==> run_1/port_trees.png <==
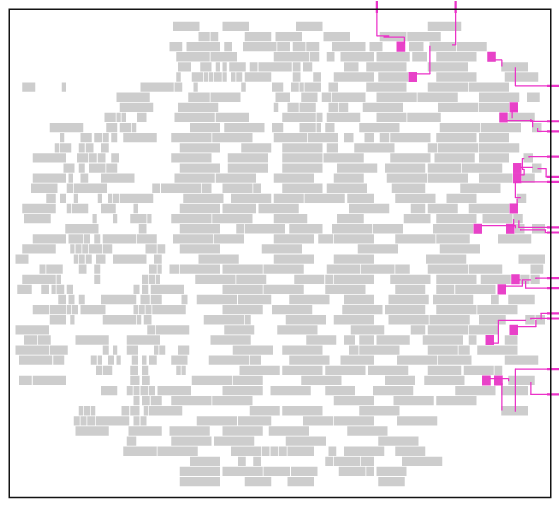
==> run_1/gates.png <==
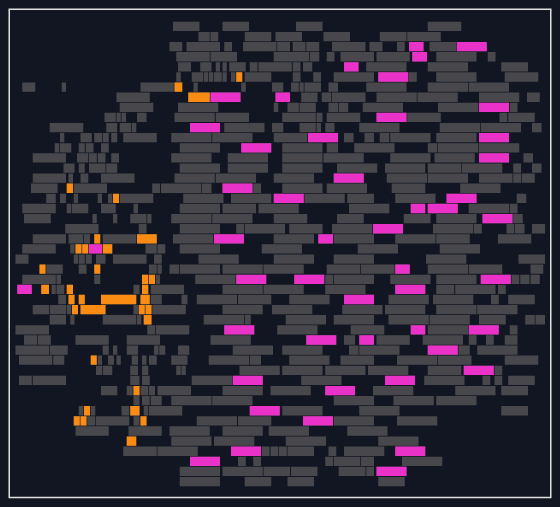
==> run_1/clock_nets.png <==
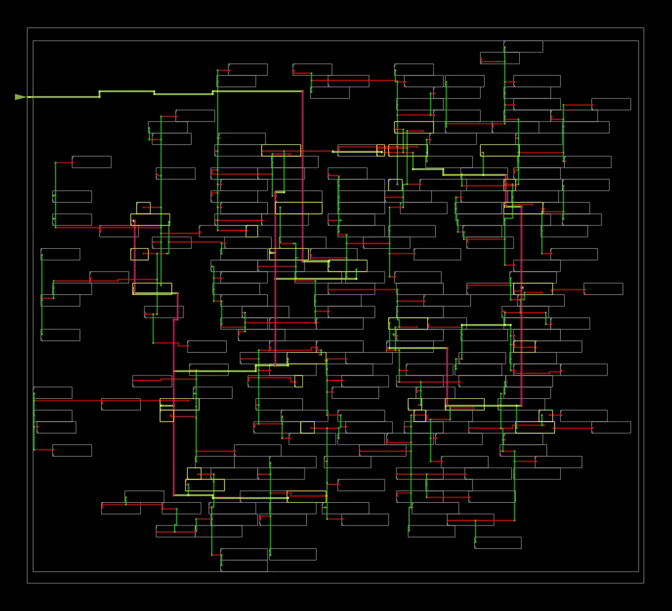
==> run_1/clock_wires.png <==
Bar = 50 um.
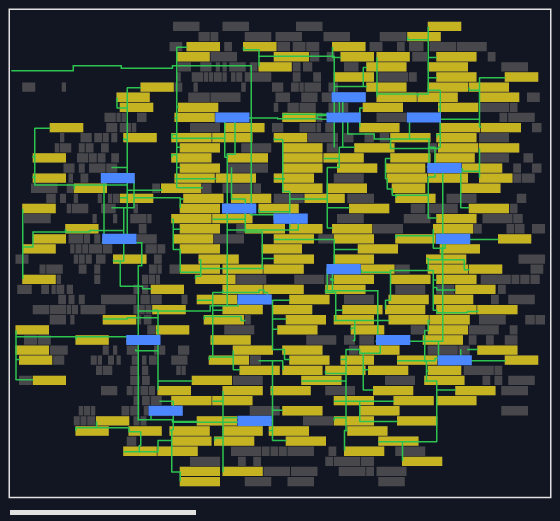
Design cam_pixel_capture, sky130hd; sources not shown.
==> job_summary.md, run 1 <==
## Implementation flow summary

| Metric | Value |
|---|---|
| Setup TNS | `0 ns` |
| Fin crit share | `87.9%` |
| Async set-reset flop share out of synthesis | `26.0%` |
| Starting Density | `45.5%` |
| YS chip area | `8120 sq um` |
| Hold Vio Cnt, Final | `0` |
| Run status | `completed` |
| Post-Synthesis Net Count | `501` |
| Largest register FFs | `148` |
| Distinct lib cells | `44` |
| Global-route wire length before repair | `24,300 um` |
| Starting DRC count in detailed routing | `261` |
| N_diodes | `0` |
| Gate Area | `2230 sq um` |
| Main flop type | `edfxtp_1` |
| Post-CTS sizing | `0` |
| Share of cells above drive strength 1 | `25.8%` |
| Clock root cell | `clkbuf_16` |
| Flops after synth | `200` |
| Initial DRT Pass Iterations | `4` |
| Chip area | `19,000 sq um` |
| Final Power | `8870 uW` |
| # DRC | `0` |
| Leak Pwr | `0.00354 uW` |
| Tool warnings | `34` |
| Top cells excl fill/tap | `edfxtp_1, dfrtp_1, and2_1` |
| Crit Path Max Fanout | `16` |
| DP HPWL | `9630 um` |
| Initial antenna violation count | `0` |
| Slew of the pin with the lowest slew margin | `0.739 ns` |
| Setup crit end kind | `primary output` |
| Hold path cells | `0` |
| CTS tree | `built` |
| CORE AREA | `17,800 sq um` |
| EDFF count, synth | `148` |
| Worst Setup Path Type | `flop to primary output` |
| Vias in the first global route | `4,260` |
| Die X | `145 um` |
| Synth Seq Share | `70.7%` |
| # Cells Yosys | `471` |
| Max_cap viols | `0` |
| Final-report max-slew violation count | `0` |
| Final net count | `568` |
| Flop area | `5750 sq um` |
| CP cell instances | `or3_1 -> clkdlybuf4s50_1` |
| Syn-to-layout area delta | `20.9%` |
| PwrDens | `903 nW/um^2` |
| Total gr overflow | `0` |
| GP Congestion | `0.778` |
| Setup violators final | `0` |
| RSZ-0062 raised after global routing | `no` |
| Final WL | `15,000 um` |
| Yosys Warn Count | `0` |
| Type of origin of the critical path | `flop` |
| Avg Synthesized Cell Area | `17.2 sq um` |
| Max Fclk | `0.335 GHz` |
| Place WS | `0.680 ns` |
| WL/cell | `19.0 um` |
| Die Y | `131 um` |
| Maximum vdd drop | `400 uV` |
| Max-slew headroom | `50.0%` |
| Post-Syn Area | `8120 sq um` |
| Cells after Synth | `471` |
| Clock period minus final worst setup slack | `2.99 ns` |
| Antenna Violating Nets Remaining | `0` |
| WP depth | `2` |
| Final WS setup | `0.413 ns` |
| Clk pin slew, worst setup/hold paths | `0.07 ns` |
| Worst EP arrival | `2.31 ns` |
| Fillcell total | `1,409` |
| CTS H-tree lvls | `4` |
| Largest net degree at the start of global routing | `38` |
| Top Family by Delay on Critical Path | `buffers and inverters` |
| Global-route total usage across every layer | `17.3%` |
| Cells on worst reg2reg path | `7` |
| Hold Buf Count CTS | `0` |
| # Post-CTS Setup Buffers | `0` |
| Hold WC Path Type | `flop to flop` |
| CP Buf/Inv Count | `1` |
| Via-to-Cell Ratio | `5.30` |
| Critical-path top delay cell | `clkdlybuf4s50_1` |
| Total number of vias | `4,190` |
| Rows | `46` |
| Max Root-Sink Buffers | `2` |
| Reg-to-reg slack, setup | `0.71 ns` |
| Crit path DRT | `2.72 ns` |
| Delay of the slowest critical-path stage | `0.80 ns` |
-- port_trees.png (at the start) --
colour	port	bits	direction	edge	end cells	buffers	wire
magenta	pix_data	16	output	14 east, 2 north	16	16	236 um
port bufs: 54
number of I/O pins: 55

-- gates.png (at the start) --
colour	family	cells	most used
orange	aoi and oai cells	34	o21ai_0
magenta	mux cells	48	mux4_2
Comb area share: 22.7%
Post-Layout Cell Count: 791
most frequent logic cell in the layout: edfxtp_1

-- clock_nets.png (at the start) --
clk_skew: 0.0113 ns
Clk power: 1960 uW
Latency at later pin: 0.44 ns
# clock sinks: 200
TritonCTS buffer count: 17

-- clock_wires.png (at the start) --
[blue] clock-net drivers | count: 17
[yellow] flip-flops | count: 200
[green] clock wires | length: 2,140 um
routed clock nets	18
clock power share: 22.1%

## run 1: per-stage QoR
stage	hold slack (ns)	util, %	cell area [sq um]	std cells
final	0.464	55.0	9820	791
after global routing	0.484	55.0	9820	791
after CTS	0.466	55.0	9820	791
after detailed placement	0.450	51.8	9250	759
after global placement	0.437	51.8	9250	759
after floorplan	0.424	-	8120	471
## run 1: power by group
part,total (uW),switching [uW],internal [uW],leakage (uW)
logic,3880,2160,1710,0.00127
registers,3030,178,2850,0.00200
clock network,1960,915,1050,0.000276
total,8870,3260,5610,0.00354
## run 1: cells by family after synthesis
| group | after synthesis | synth area share, % |
|---|---|---|
| adders and majority gates | 15 | 2.40 |
| buffers and inverters | 34 | 1.86 |
| AOI/OAI and AO/OA | 36 | 3.16 |
| and+or+nand+nor | 126 | 8.78 |
| muxes | 48 | 11.8 |
| DFF | 200 | 70.7 |
| xor gates and xnor gates | 12 | 1.29 |
## run 1: metal layers
metal  track usage [%]  vias to the layer above  share of wire (%)
met4              6.69                        0                1.6
met5                 0                        -                  0
met2              28.6                       76                 49
li1                  -                     1925                  -
met3              3.78                       21                3.5
met1              22.8                     2168                 46
## run 1: Yosys cell counts (8+ instances only)
cell type  instances  area, sq um
edfxtp_1         148         4440
dfrtp_1           52         1300
and2_1            46          288
mux4_2            37          833
o21ai_0           19         95.1
nand3_1           18         90.1
inv_1             17         63.8
nand2_1           16         60.1
ha_1              14          175
nor2_1            14         52.6
mux2_2            10          113
xor2_1             9         78.8
and3_1             8         50.1
## run 1: layout make-up
type	count	area share, %
sequential	200	58.5
clock buffer	18	4.47
timing repair buffer	65	9.22
tap	240	3.06
inverter	17	0.650
clock inverter	14	1.38
multi-input combinational	237	22.7
==> run_1/layers.png <==
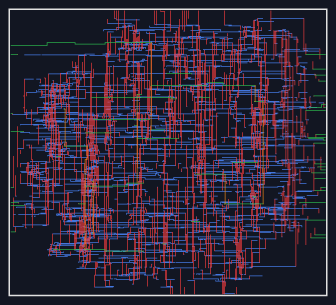

## Run 2: what changed since run 1
- CORE_ASPECT_RATIO: 0.9 -> 1.75
==> run_2/layers.png <==
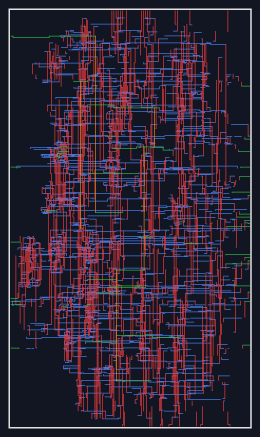
colour	layer	wire length
orange	M4	260 um
blue	M1	5,830 um
red	M2	8,450 um
green	M3	411 um
total number of vias: 4,222
WL/cell: 19.1 um
final WL: 15,000 um

==> run_2/gates.png <==
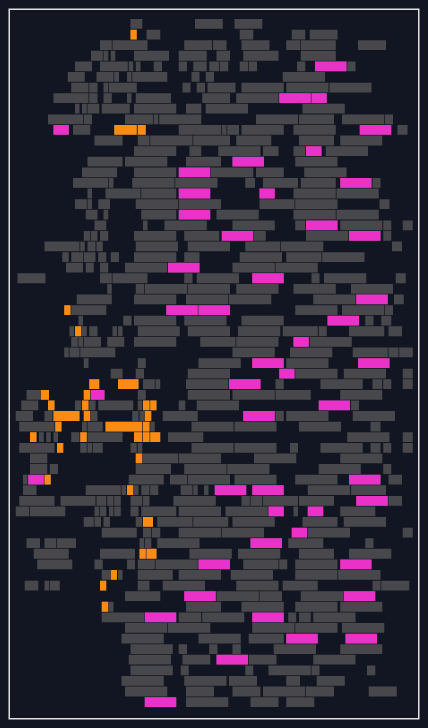
Comb area share: 22.8%
Post-Layout Cell Count: 783

==> run 2 against run 1 <==
  * Core utilization fell by 0.99 points
  * Non-clock buffer count down 2
  * Synthesized area stayed put
  * Register-to-register slack lost 0.05 ns
  * Critical path depth is 2 higher
  * Synthesized cell count did not move
  * Hold slack worse by 0.0077 ns
  * Wire length fell by 0.39%
  * Power down 1.4%
==> job_summary.md, run 2 <==
## Implementation flow summary

| Metric | Value |
|---|---|
| Highest metal used | `met4 (unchanged)` |
| Top post-synthesis cells by count | `edfxtp_1, dfrtp_1, and2_1 (unchanged)` |
| Internal power | `5500 uW (was 5610 uW)` |
| Clock root cell | `clkbuf_16 (unchanged)` |
| Top cell area share | `54.7% (unchanged)` |
| XOR Share, Synth | `1.29% (unchanged)` |
| Worst Setup Path Type | `flop to primary output (unchanged)` |
| Cells on worst reg2reg path | `10 (was 7)` |
| Via-to-Cell Ratio | `5.39 (was 5.30)` |
| Yosys adder share | `2.40% (unchanged)` |
| Starting DRC count in detailed routing | `180 (was 261)` |
| Cells after Synth | `471 (unchanged)` |
| Hold Vio Cnt, Final | `0 (unchanged)` |
| Initial DRT Pass Iterations | `4 (unchanged)` |
| Switching Share | `37.1% (was 36.8%)` |
| Top cells excl fill/tap | `edfxtp_1, dfrtp_1, and2_1 (unchanged)` |
| Latency at later pin | `0.43 ns (was 0.44 ns)` |
| # Post-CTS Setup Buffers | `0 (unchanged)` |
| Synth Seq Share | `70.7% (unchanged)` |
| Hold WC Path Type | `flop to flop (unchanged)` |
| Max Fclk | `0.329 GHz (was 0.335 GHz)` |
| Worst EP arrival | `2.36 ns (was 2.31 ns)` |
| Met3 wire len | `410 um (was 530 um)` |
| Total gr overflow | `0 (unchanged)` |
| Slew of the pin with the lowest slew margin | `0.741 ns (was 0.739 ns)` |
| Die X | `105 um (was 145 um)` |
| Metal2 WL | `8450 um (was 7330 um)` |
| Distinct lib cells | `44 (unchanged)` |
| Die Y | `182 um (was 131 um)` |
| Starting Density | `45.0% (was 45.5%)` |
| Initial antenna violation count | `0 (unchanged)` |
| Psw | `3240 uW (was 3260 uW)` |
| Yosys top cell by instances | `edfxtp_1 (unchanged)` |
| Antenna Violating Nets Remaining | `0 (unchanged)` |
| Final-report max-slew violation count | `0 (unchanged)` |
| Vias in the first global route | `4,577 (was 4,260)` |
| Hold path cells | `0 (unchanged)` |
| Place WS | `0.675 ns (was 0.680 ns)` |
| Post-Syn Area | `8120 sq um (unchanged)` |
| Crit Path Max Fanout | `24 (was 16)` |
| Basic Gates by Area | `8.78% (unchanged)` |
| Cell taking the most area after synthesis | `edfxtp_1 (unchanged)` |
| Setup TNS | `0 ns (unchanged)` |
| Crit path DRT | `2.72 ns (about the same)` |
| YS chip area | `8120 sq um (unchanged)` |
| # clock sinks | `200 (unchanged)` |
| Largest net degree at the start of global routing | `53 (was 38)` |
| Yosys aoi share | `3.16% (unchanged)` |
| Main flop type | `edfxtp_1 (unchanged)` |
| Setup crit end kind | `primary output (unchanged)` |
| Run status | `completed (unchanged)` |
| GP Congestion | `0.749 (was 0.778)` |
| Maximum vdd drop | `504 uV (was 400 uV)` |
| Chip area | `19,000 sq um (about the same)` |
| Most frequent logic cell in the layout | `edfxtp_1 (unchanged)` |
| Yosys Warn Count | `0 (unchanged)` |
| Global-route wire length before repair | `24,400 um (was 24,300 um)` |
| Clk pin slew, worst setup/hold paths | `0.08 ns (was 0.07 ns)` |
| Leak Pwr | `0.00353 uW (was 0.00354 uW)` |
| Global-route total usage across every layer | `17.2% (was 17.3%)` |
| Tool warnings | `34 (unchanged)` |
| CTS tree | `built (unchanged)` |
| CTS H-tree lvls | `4 (unchanged)` |
| Port bufs | `54 (unchanged)` |
| Type of origin of the critical path | `flop (unchanged)` |
==> run_2/clock_wires.png <==
Bar = 20 um.
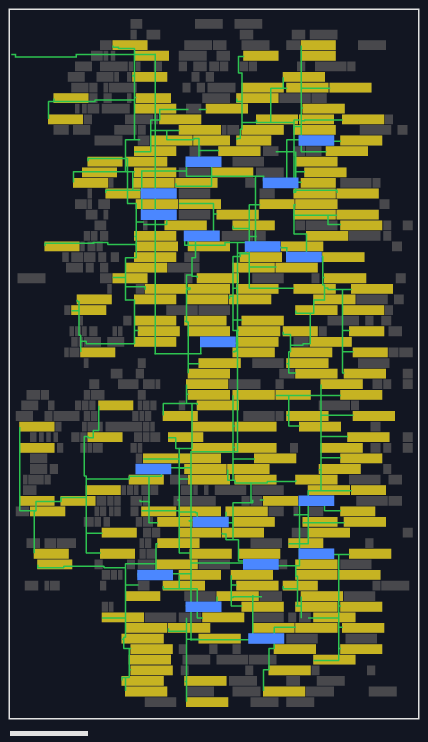
clock power share: 22.6%
clk_skew: 0.0128 ns

[run 2: cell types whose count changed in the layout (fill, tap and decap cells not counted), sizes merged]
| cell | change |
|---|---|
| buf | -2 |
| clkinv | +5 |
| clkinvlp | -3 |
| inv | -1 |
| clkbuf | -1 |
[run 2: per-layer routing]
metal  vias to the layer above  global-route usage (%)
met5                         -                       0
met4                         0                    6.82
met3                        17                    3.27
met2                        76                    31.8
met1                      2198                    19.3
li1                       1931                       -
[run 2: power by group through the flow]
stage | Sequential [uW] | Combinational [uW] | Clock [uW]
final | 3090 | 3680 | 1970
after global routing | 3130 | 3890 | 2100
after CTS | 3100 | 3740 | 2010
after detailed placement | 3150 | 3740 | 0
after global placement | 3130 | 3680 | 0
after floorplan | 3020 | 2440 | 0
[run 2: cells by family (layout without fill, tap and decap cells)]
family	count (synthesis)	after routing
buf+inv	34	112
simple gates	126	126
fa+ha+maj	15	15
flops	200	200
mux	48	48
compound gates	36	36
xor+xnor	12	12
[run 2: stage by stage]
step	total power, uW	instance area, sq um	instances
final	8740	9760	783
after global placement	6810	9170	751
after floorplan	5450	8120	471
after global routing	9110	9760	783
after CTS	8840	9760	783
after detailed placement	6880	9170	751
[run 2: area by class of cell]
| cell class | instances | area (sq um) | area share (%) |
|---|---|---|---|
| clock inverter | 15 | 165 | 1.69 |
| multi-input combinational | 237 | 2230 | 22.8 |
| tap | 234 | 293 | 3.00 |
| clock buffer | 17 | 425 | 4.36 |
| sequential | 200 | 5750 | 58.9 |
| inverter | 17 | 63.8 | 0.654 |
| timing repair buffer | 63 | 841 | 8.61 |
[run 2: worst max-delay path: stages, from the launching register on]
cell and delay (ns):
dfrtp_2 0.71, buf_12 0.29, mux4_2 0.52, and2_1 0.22, buf_12 0.16
Power is estimated from default activity; no workload was simulated.
